## src/rtl/load_store_unit.sv

```systemverilog
// load_store_unit: byte-serial RISC-V load/store stage (LB/LH/LW/LBU/LHU/SB/SH/SW).
// One byte per memory handshake, little-endian, address wraps at 2^ADDRESS_WIDTH.
// Optional build macro MISALIGNED_ACCESS_EN: when defined, misaligned halfwords and
// words are carried out byte-by-byte instead of being rejected.
module load_store_unit #(
  parameter int ADDRESS_WIDTH = 24
) (
  input  logic                     clock,
  input  logic                     reset,
  input  logic                     request_valid,
  output logic                     request_ready,
  input  logic                     is_store,
  input  logic [2:0]               funct3,
  input  logic [31:0]              address,
  input  logic [31:0]              store_data,
  output logic                     response_valid,
  output logic [31:0]              load_data,
  output logic                     misaligned,
  output logic                     mem_request,
  output logic                     mem_write,
  output logic [ADDRESS_WIDTH-1:0] mem_address,
  output logic [7:0]               mem_write_data,
  input  logic                     mem_ack,
  input  logic [7:0]               mem_read_data
);

  typedef enum logic [1:0] {
    ST_IDLE    = 2'd0,
    ST_ACCESS  = 2'd1,
    ST_RESPOND = 2'd2
  } state_t;

  state_t                   state_q, state_d;
  logic                     is_store_q, is_store_d;
  logic [2:0]               funct3_q, funct3_d;
  logic [ADDRESS_WIDTH-1:0] base_q, base_d;
  logic [31:0]              store_data_q, store_data_d;
  logic [1:0]               idx_q, idx_d;
  logic [31:0]              raw_q, raw_d;
  logic [31:0]              load_data_q, load_data_d;
  logic                     misaligned_q, misaligned_d;
  logic                     unused_s;

  // Index of the final byte of the access: 0 (byte), 1 (half), 3 (word).
  function automatic logic [1:0] last_index(input logic [2:0] f3);
    logic [1:0] idx;
    idx = 2'd3;
    case (f3[1:0])
      2'b00:   idx = 2'd0;
      2'b01:   idx = 2'd1;
      default: idx = 2'd3;
    endcase
    return idx;
  endfunction

  // Halfword on an odd address or word not on a 4-byte boundary.
  function automatic logic is_misaligned(input logic [2:0] f3, input logic [1:0] lo);
    logic mis;
    mis = 1'b0;
    case (f3[1:0])
      2'b00:   mis = 1'b0;
      2'b01:   mis = lo[0];
      default: mis = (lo != 2'b00);
    endcase
    return mis;
  endfunction

  // Sign- or zero-extend the assembled bytes; words pass through unchanged.
  function automatic logic [31:0] extend_load(input logic [31:0] raw, input logic [2:0] f3);
    logic [31:0] ext;
    ext = raw;
    case (f3[1:0])
      2'b00:   ext = {{24{raw[7] & ~f3[2]}}, raw[7:0]};
      2'b01:   ext = {{16{raw[15] & ~f3[2]}}, raw[15:0]};
      default: ext = raw;
    endcase
    return ext;
  endfunction

  // Next-state and datapath update: accept in Idle, one byte per ack in Access.
  always_comb begin
    state_d      = state_q;
    is_store_d   = is_store_q;
    funct3_d     = funct3_q;
    base_d       = base_q;
    store_data_d = store_data_q;
    idx_d        = idx_q;
    raw_d        = raw_q;
    load_data_d  = load_data_q;
    misaligned_d = misaligned_q;
    case (state_q)
      ST_IDLE: begin
        if (request_valid) begin
          is_store_d   = is_store;
          funct3_d     = funct3;
          base_d       = address[ADDRESS_WIDTH-1:0];
          store_data_d = store_data;
          idx_d        = 2'd0;
          raw_d        = 32'd0;
          load_data_d  = 32'd0;
`ifdef MISALIGNED_ACCESS_EN
          misaligned_d = 1'b0;
`else
          misaligned_d = is_misaligned(funct3, address[1:0]);
`endif
          state_d      = misaligned_d ? ST_RESPOND : ST_ACCESS;
        end else begin
          state_d = ST_IDLE;
        end
      end
      ST_ACCESS: begin
        if (mem_ack) begin
          if (!is_store_q) begin
            raw_d[{idx_q, 3'b000} +: 8] = mem_read_data;
          end else begin
            raw_d = raw_q;
          end
          if (idx_q == last_index(funct3_q)) begin
            state_d = ST_RESPOND;
            if (!is_store_q) begin
              load_data_d = extend_load(raw_d, funct3_q);
            end else begin
              load_data_d = 32'd0;
            end
          end else begin
            idx_d = idx_q + 2'd1;
          end
        end else begin
          state_d = ST_ACCESS;
        end
      end
      ST_RESPOND: state_d = ST_IDLE;
      default:    state_d = ST_IDLE;
    endcase
  end

  // State and captured-request registers; reset aborts any access in flight.
  always_ff @(posedge clock or posedge reset) begin
    if (reset) begin
      state_q      <= ST_IDLE;
      is_store_q   <= 1'b0;
      funct3_q     <= 3'd0;
      base_q       <= '0;
      store_data_q <= 32'd0;
      idx_q        <= 2'd0;
      raw_q        <= 32'd0;
      load_data_q  <= 32'd0;
      misaligned_q <= 1'b0;
    end else begin
      state_q      <= state_d;
      is_store_q   <= is_store_d;
      funct3_q     <= funct3_d;
      base_q       <= base_d;
      store_data_q <= store_data_d;
      idx_q        <= idx_d;
      raw_q        <= raw_d;
      load_data_q  <= load_data_d;
      misaligned_q <= misaligned_d;
    end
  end

  // Output decode straight from registered state; bus fields forced to 0 when idle.
  always_comb begin
    request_ready  = (state_q == ST_IDLE);
    response_valid = (state_q == ST_RESPOND);
    mem_request    = (state_q == ST_ACCESS);
    mem_write      = mem_request & is_store_q;
    load_data      = load_data_q;
`ifdef MISALIGNED_ACCESS_EN
    misaligned     = 1'b0;
`else
    misaligned     = response_valid & misaligned_q;
`endif
    if (mem_request) begin
      mem_address    = base_q + {{(ADDRESS_WIDTH-2){1'b0}}, idx_q};
      mem_write_data = store_data_q[{idx_q, 3'b000} +: 8];
    end else begin
      mem_address    = '0;
      mem_write_data = 8'd0;
    end
  end

  // Address bits above the external bus width are deliberately dropped.
`ifdef MISALIGNED_ACCESS_EN
  assign unused_s = ^{address[31:ADDRESS_WIDTH], misaligned_q};
`else
  assign unused_s = ^address[31:ADDRESS_WIDTH];
`endif

endmodule

```

## config.mk

```make
export PLATFORM = sky130hd
export DESIGN_NAME = load_store_unit
export DESIGN_NICKNAME = d
export VERILOG_FILES = /design/src/rtl/load_store_unit.sv
export SDC_FILE = /design/constraint.sdc
export NUM_CORES = 1
export LEC_CHECK = 0
export ABC_CLOCK_PERIOD_IN_PS = 6900
export CORE_AREA = 2 2 113 115
export CTS_BUF_LIST = sky130_fd_sc_hd__clkbuf_16
export DETAILED_ROUTE_END_ITERATION = 16
export DIE_AREA = 0 0 115 117
export PLACE_DENSITY = 0.91
export SLEW_MARGIN = 10
export SYNTH_ARGS = -nofsm -noshare
export SYNTH_HDL_FRONTEND = slang
export SYNTH_SLANG_ARGS = --single-unit
export TNS_END_PERCENT = 10
```

## constraint.sdc

```tcl
create_clock -name clock -period 6.9 [get_ports clock]
set_clock_uncertainty 0.2 [all_clocks]
set_input_delay 1.725 -clock clock [delete_from_list [all_inputs] [get_ports clock]]
set_output_delay 1.725 -clock clock [all_outputs]
set_load 0.005 [all_outputs]
```

Fig. 1: run 1, track usage over the die
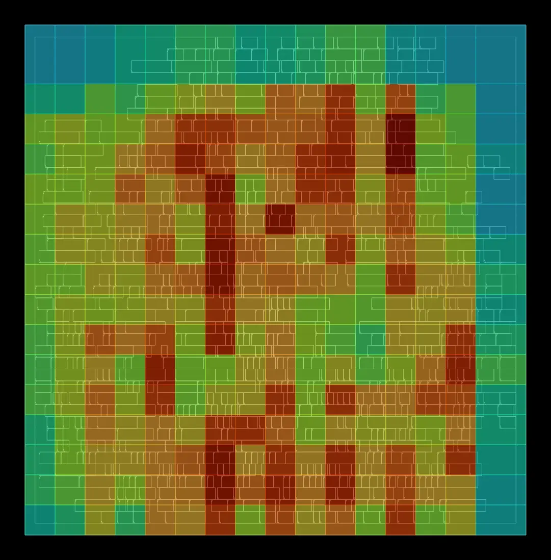
peak-usage layer in the global routing report: met2
final core area utilization: 69.71%
grt met1 use: 35.63%

Fig. 2: run 1, clock distribution
(4 px per micron)
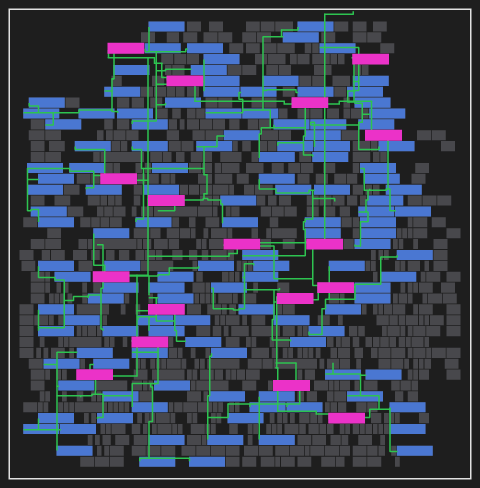
Key: cells driving clock nets = magenta [count 17]; flip-flops = blue [count 129]; clock wires = green [length 1570 microns]
There are 18 routed clock nets. Position of the flops: all over the die.
clk_lat worst skew: 430 ps
Clk pwr share: 27.0%
power drawn by the clock network: 0.937 mW

==> notes.md, run 1 <==
Flow results are below.

- The flow ran to the end, and the final reports show no timing, DRC or antenna violations.
- The overall die size recorded for this design is 13460 sq um.
- The sink of the worst hold path is store_data_q[31], for reference.
- Summed over all cells, the static leakage comes to 3.808 nW.
- The sequential cell fraction of total power is 35.6%, for reference.
- The synthesized netlist was found by Yosys to have 682 cells.
- Summed over all failing endpoints, the final setup total negative slack is 0 ps.
- The non-clock buffer total of the final layout is 144, for reference.
- Across the run, the number of max-cap violations was 0.
- The registers of the reported paths see a clock transition of 60 ps.
- The area of the multi-input gates is 3088 sq um, for reference.
- After global routing the overflow that remains totals 0.
- The combinational cell power is 1.30 mW, for reference.
- The longest clock path from root to sink contains 2 buffers.
- The met1 wire length is 7120 microns, for reference.
- The number of warning messages in the logs is 38, for reference.
- In this run, post-CTS repair resized a total of 0 instances.
- The launch point of the worst min-delay path is recorded as store_data_q[31].
- Counting flops with a built-in enable in the synthesized netlist gives 0.
- Post-CTS timing repair inserted 0 buffers for setup.
- Counting tap cells, the placed design contains a total of 924 instances.
- Per the post-run analysis, buffers plus inverters along the critical path come to 1.
- The depth of the worst register-to-register path is 6, for reference.
- The largest part of the power goes to combinational logic.
- Counting the inverters off the clock network in the layout gives 7.
- Nets still carrying antenna violations after routing amount to 0.
- The cell area that synthesis handed to floorplanning was 6541 sq um.
- For reference, the placement row count at floorplan is 41.
- By area, the class that comes first in the final layout consists of flip-flops and latches.
- The die boundary width is 115 microns, for reference.
- The number of nets at floorplan is 770, for reference.
- The number of DRC violations after detailed routing is 0, for reference.
- The first TritonRoute pass finished after 5 iterations.
- The worst endpoint data arrival time is 3820 ps, for reference.
- The worst hold slack is 275.0 ps, for reference.
- In the synthesis report, Yosys lists the chip area as 6541 sq um.
- The multi-input gate count is 494, for reference.
- Timing analysis after detailed placement gives a worst setup slack of 1607 ps.
- The worst path meets setup with 1150 ps of slack.
- The post-synth register bit count is 129.
- The flow reports that combinational logic draws 37.4% of the design power.
- During synthesis, Yosys emitted a total of 0 warnings.
- The total number of clock tree sinks is 129, for reference.
Fig. 3: run 1, wire density map
(3 px per micron) The die is cut into 23 by 23 equal tiles; white is low, dark blue is high, scaled to the fullest tile. Values are wire area over tile area, all layers added.
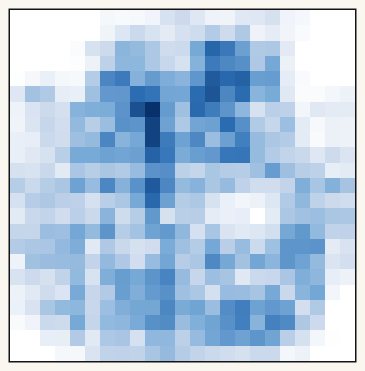
The fullest tile reaches 0.68. The mean over all tiles is 0.21. 23% of the tiles are over half the peak. 10% of the tiles are nearly empty.
total number of vias: 5845
GRT Overall Usage: 27.21%
detailed-route wire length per cell: 18.38 microns

Fig. 4: run 1, port wiring
(4 px per micron)
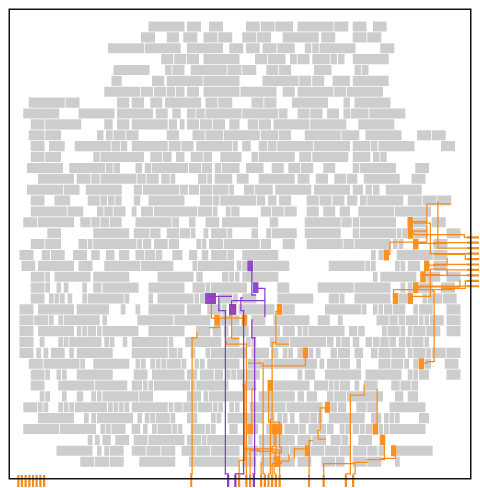
Key: address = orange [direction input, edge 22 bottom, 10 right, end cells 26, wire 669 microns]; funct3 = purple [direction input, edge bottom, end cells 5, wire 170 microns]
number of port buffers: 140
count of pins on the block boundary: 149

[run 1: placed cells by master (no fill, tap or decap), types with 7 or more instances in the layout]
| cell type | count |
|---|---|
| nand2b_1 | 14 |
| mux2_2 | 9 |
| nand3_1 | 33 |
| ha_1 | 7 |
| clkdlybuf4s50_1 | 140 |
| a32oi_1 | 8 |
| mux4_2 | 8 |
| o31ai_2 | 10 |
| a22o_1 | 40 |
| and2_1 | 15 |
| dfrtp_1 | 129 |
| o22ai_1 | 8 |
| nand2_1 | 191 |
| xnor2_1 | 7 |
| o31ai_1 | 15 |
| or4_1 | 8 |
| a21oi_1 | 22 |
| a221oi_1 | 15 |
| nor2_1 | 20 |
| clkbuf_16 | 17 |
[run 1: logic make-up (layout without fill, tap and decap cells)]
| group | count (synthesis) | count (layout) | synth area share [%] |
|---|---|---|---|
| fa+ha+maj | 8 | 8 | 1.645 |
| mux | 20 | 20 | 4.763 |
| simple gates | 318 | 318 | 22.21 |
| flops | 129 | 129 | 49.35 |
| compound gates | 136 | 136 | 16.64 |
| xor+xnor | 12 | 12 | 1.607 |
| buf+inv | 59 | 183 | 3.787 |
[run 1: Yosys cell counts, drive strengths merged, types with 2 or more instances]
cell / n
nand2: 192
dfrtp: 129
a22o: 40
clkbuf: 33
nand3: 33
o31ai: 25
a21oi: 22
nor2: 21
buf: 19
a221oi: 15
and2: 15
nand2b: 14
mux2: 9
or4: 9
a32oi: 8
mux4: 8
o22ai: 8
ha: 7
xnor2: 7
inv: 6
a21o: 5
nand4: 5
nor3: 5
o21ai: 5
xor2: 5
and4: 4
nor2b: 4
mux2i: 3
nor4: 3
or3: 3
and3: 2
and3b: 2
o21a: 2
Fig. 5: run 1, selected gate families
(3 px per micron)
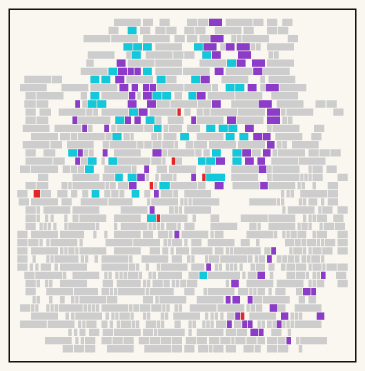

==> run 2, diff against run 1 <==
- ABC_CLOCK_PERIOD_IN_PS: 6900 -> 4850
- CORE_AREA: 2 2 113 115 -> 2 2 123 125
- DIE_AREA: 0 0 115 117 -> 0 0 125 127
- PLACE_DENSITY: 0.91 -> 0.83
- clock period: 6.9 -> 4.85 ns (I/O delays scaled with it)
Fig. 6: run 2, selected gate families
(3 px per micron)
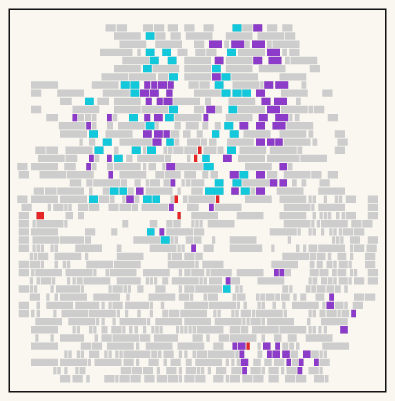
Key: inverters = red [cells 7, most used inv_1, where centre]; inverting AOI/OAI gates = purple [cells 86, most used a21oi_1]; AND-OR and OR-AND gates = cyan [cells 50, most used a22o_1]
fin cells: 993
combinational share of cell area: 35.70%

==> run 2 against run 1 <==
  * Sequential power grew 39%
  * Area after synthesis is the same
  * Global-route usage shrank 5.5 points
  * Die size grew 18%
  * Via count shrank 4.6%
  * Wire length shrank 3.6%
  * Flip-flop count is the same
  * Critical path depth shrank 1
  * First-iteration DRC count shrank 16%
  * Sequential share of layout area shrank 0.22 points
  * Critical endpoint is now mem_address[16]
==> notes.md, run 2 <==
Flow results are below.

- The synthesis-stage register bit count is 129 (unchanged), for reference.
- The worst slack at placement is 860.6 ps (-746.7 ps).
- The run finished with clean final reports.
- The core utilization of the finished layout is 59.85% (-9.9 points), for reference.
- The sink of the worst hold path is store_data_q[27], for reference.
- The die boundary width is 125 microns (+8.7%).
- Among logic cells in the layout, the one with the most instances is nand2_1.
- In the layout the commonest cells are 191 x nand2_1, 140 x clkdlybuf4s50_1, 129 x dfrtp_1.
- The number of standard cells reported by yosys is 682 (unchanged).
- The number of nets at floorplan is 770 (unchanged), for reference.
- The count of max-cap constraint violations is 0 (unchanged).
- The number of warning messages in the logs is 38 (unchanged).
- The worst endpoint data arrival time came to 3010 ps (-810 ps).
- The top cell type by instance count after synthesis is nand2_1, for reference.
- The leakage dissipation was 3.835 nW (+0.70%).
- The number of setup buffers added after CTS is 0 (unchanged), for reference.
- The antenna violation net count after detailed routing is 0 (unchanged), for reference.
- The launch point of the worst hold path is store_data_q[27], for reference.
- Entering global routing, the biggest net connects 56 pins.
- The worst hold slack is 267.9 ps (-7.133 ps).
- The number of primary I/O pins is 149 (unchanged), for reference.
- The netlist area before placement is 6541 sq um (unchanged), for reference.
- The total negative setup slack is 0 ps (unchanged), for reference.
- The register clock-pin slew on the reported worst setup and hold paths is 50 ps (about the same), for reference.
- The port buffer count came to 140 (unchanged).
- The total number of clock tree sinks is 129 (unchanged), for reference.
- The number of cells after detailed placement is 963 (+4.2%).
- The number of rows in the core area came to 44 (+7.3%).
- The count of library flops with an enable pin is 0 (unchanged), for reference.
- The depth of the worst register-to-register path is 7 (+1), for reference.
- The overall routing resource usage is 21.70% (-5.5 points).
- The length of the first detailed-routing pass in iterations is 5 (unchanged).
- The number of DRC violations after detailed routing is 0 (unchanged), for reference.
- The chip area line of the yosys report is 6541 sq um (unchanged), for reference.
- The remaining global-route overflow is 0 (unchanged), for reference.
Fig. 7: run 2, wire density map
(3 px per micron) The die is cut into 25 by 25 equal tiles; white is low, dark blue is high, scaled to the fullest tile. Values are wire area over tile area, all layers added.
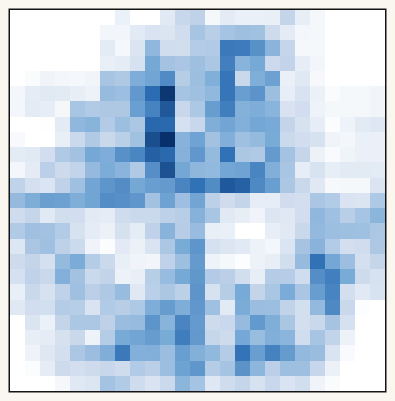
13% of the tiles are nearly empty. The mean over all tiles is 0.17. The fullest tile reaches 0.62. 15% of the tiles are over half the peak.
detailed-route wire length per cell: 17.06 microns
total wire length after detailed routing: 16940 microns
total number of vias: 5577

[run 2: worst max-delay path by stage]
stage,startpoint,to,slack [ps],cells after the start
2_1_floorplan,idx_q[0],mem_address[16],1400,7
3_3_place_gp,idx_q[1],mem_address[16],870,6
3_5_place_dp,idx_q[1],mem_address[16],860,6
4_1_cts,idx_q[1],mem_address[16],400,6
5_1_grt,idx_q[1],mem_address[16],300,6
6_report,idx_q[1],mem_address[16],430,6
[run 2: area by class of cell]
type / count / area [sq um] / area share (%)
flip-flops and latches: 129 / 3228 / 37.40
repair buffers: 149 / 1481 / 17.16
clock buffers: 17 / 425.4 / 4.928
clock inverters: 13 / 155.1 / 1.797
multi-input cells: 494 / 3082 / 35.70
inverters: 7 / 30.03 / 0.3479
well taps: 184 / 230.2 / 2.667
[run 2: logic make-up (layout without fill, tap and decap cells)]
logic type	Yosys count	after routing	synth area share (%)
and+or+nand+nor	318	318	22.21
DFF	129	129	49.35
buffers and inverters	59	186	3.787
xor gates and xnor gates	12	12	1.607
adders and majority gates	8	8	1.645
muxes	20	20	4.763
AOI/OAI and AO/OA	136	136	16.64
[run 2: worst max-delay path, delay by kind of cell, from the launching register on]
family / cells / cell delay, ps
buf+inv: 1 / 510
flops: 1 / 530
fa+ha+maj: 1 / 330
simple gates: 3 / 1060
compound gates: 1 / 160
[run 2: metal layers]
| layer | routed length [microns] | vias to the layer above | track usage, % |
|---|---|---|---|
| met4 | 377 | 0 | 8.105 |
| met3 | 875 | 33 | 4.439 |
| li1 | - | 2656 | - |
| met2 | 8071 | 185 | 35.49 |
| met1 | 7612 | 2703 | 28.87 |
| met5 | 0 | - | 0 |
[run 2: power by group]
part           internal [mW]  switching, mW
Combinational          0.891           1.02
Sequential              1.41          0.301
Clock                  0.837          0.442
Total                   3.14           1.76
==> run 3, diff against run 2 <==
- ABC_CLOCK_PERIOD_IN_PS: 4850 -> 4300
- CORE_AREA: 2 2 123 125 -> 2 2 117 119
- DIE_AREA: 0 0 125 127 -> 0 0 119 121
- PLACE_DENSITY: 0.83 -> 0.86
- SETUP_SLACK_MARGIN: not set -> 0.3
- clock period: 4.85 -> 4.3 ns (I/O delays scaled with it)
==> run 3 against run 2 <==
  * Synthesized cell count did not move
  * Wire length rose by 1.0%
  * Clock power rose by 5%
  * Combinational power rose by 15%
  * Die size fell by 9.3%
  * Hold slack improved by 4.0 ps
  * Via count rose by 1.7%
  * Critical path depth rose by 1
  * Global-route usage rose by 2.9 points
  * Register-to-register slack got worse by 630 ps
  * Count of clock-buffer cells in the layout did not move
  * Sequential power rose by 13%
  * Largest cell class unchanged
==> notes.md, run 3 <==
Flow results are below.

- The count of library flops with an enable pin is 0 (unchanged), for reference.
- The number of rows in the core area is 42 (-4.5%), for reference.
- The netlist area before placement is 6541 sq um (unchanged), for reference.
- The worst slack at placement is 484.4 ps (-376.2 ps), for reference.
- The clock group power was 1.35 mW (+5%).
- The total number of clock tree sinks is 129 (unchanged), for reference.
- The top cell types in the final layout, fill and taps aside, are 189 x nand2_1, 139 x clkdlybuf4s50_1, 129 x dfrtp_1.
- The flow ran to the end, and the final reports show no timing, DRC or antenna violations.
- The port buffer count was 140 (unchanged).
- The combinational cell power came to 2.19 mW (+15%).
- The sequential cell fraction of total power is 35.4% (+0.4 points), for reference.
- The largest delay contributor family on the critical path is simple AND/OR/NAND/NOR gates, for reference.
- The sequential power is 1.94 mW (+13%), for reference.
- The proportion of total power due to net switching is 36.98% (+1.1 points).
- The number of nets at floorplan is 770 (unchanged).
- The total negative setup slack was 0 ps (unchanged).
- The number of primary I/O pins came to 149 (unchanged).
- The number of standard cells reported by yosys is 682 (unchanged), for reference.
- The count of max-cap constraint violations is 0 (unchanged), for reference.
- The worst endpoint data arrival time is 2810 ps (-200 ps), for reference.
- The maximum number of pins on one net before global-route repair is 64 (+14%), for reference.
==> run 3: cell count changes in the layout (fill, tap and decap cells not counted), sizes merged <==
cell           delta
inv               -3
buf               +8
bufinv            -2
clkinvlp          +1
dlymetal6s2s      +1
clkdlybuf4s50     -1
clkinv            +6
==> run 3: cell families (layout without fill, tap and decap cells) <==
kind of cell / count (synthesis) / in the layout / share of synthesized area [%]
adders and majority gates: 8 / 8 / 1.645
and+or+nand+nor: 318 / 318 / 22.21
buffers and inverters: 59 / 196 / 3.787
AOI/OAI and AO/OA: 136 / 136 / 16.64
xor gates and xnor gates: 12 / 12 / 1.607
muxes: 20 / 20 / 4.763
DFF: 129 / 129 / 49.35
==> run 3: final cells by class <==
type                       instances  area [sq um]
clock buffer                      17         425.4
clock inverter                    15         126.4
fill                            1019          4403
inverter                           7         30.03
multi-input combinational        494          3108
sequential                       129          3228
tap                              176         220.2
timing repair buffer             157          1544
==> run 3: path summary, 6_finish.rpt <==
kind / slack, ps / end / from / cells after the start
setup reg to reg: 1060 / load_data[13] / idx_q[0] / 7
hold reg to reg: 270 / store_data_q[19] / store_data_q[19] / 2
hold / removal: 270 / store_data_q[19] / store_data_q[19] / 2
setup / recovery: 210 / mem_address[16] / base_q[0] / 7
min in group asynchronous: 990 / store_data_q[31] / reset / 2
max in group asynchronous: 2180 / base_q[6] / reset / 3
==> run 3: metal layers <==
layer  vias up  wire, microns
li1       2661              -
met1      2727           7234
met2       236           8179
met3        47           1180
met4         0            518
met5         -              0
==> run 3: repair_timing <==
action,4_1_cts,5_1_grt
gates resized,4,4
pin swaps,2,0
buffers inserted,4,1
endpoints found under the setup margin,7,9
==> run 3: stage by stage <==
stage	power, mW	std cells
after floorplan	3.208	682
after global placement	4.035	958
after detailed placement	4.091	958
after CTS	5.475	994
after global routing	5.832	995
final	5.478	995
Fig. 8: run 3, wire density map
(3 px per micron) The die is cut into 24 by 24 equal tiles; white is low, dark blue is high, scaled to the fullest tile. Values are wire area over tile area, all layers added.
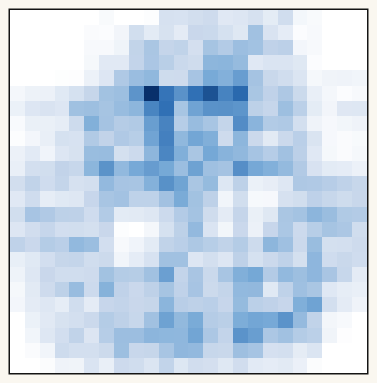
The mean over all tiles is 0.19. 11% of the tiles are nearly empty. The emptiest ninth of the die: upper left.
GRT Overall Usage: 24.58%
detailed-route wire length per cell: 17.20 microns
total number of vias: 5671
total wire length after detailed routing: 17110 microns

Fig. 9: run 3, selected gate families
(3 px per micron)
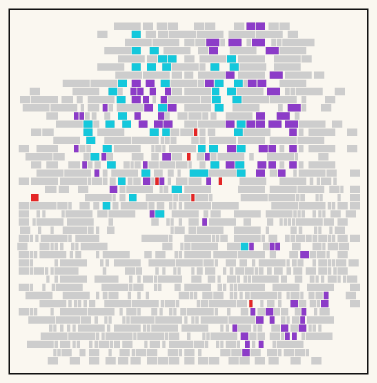
Key: AND-OR and OR-AND gates = cyan [cells 50, most used a22o_1]; inverters = red [cells 7, most used inv_1, where centre]; inverting AOI/OAI gates = purple [cells 86, most used a21oi_1]
top logic cell by instance count in the layout: nand2_1
combinational share of cell area: 35.80%

No activity file was given, so power comes from the tool's default toggle rates.
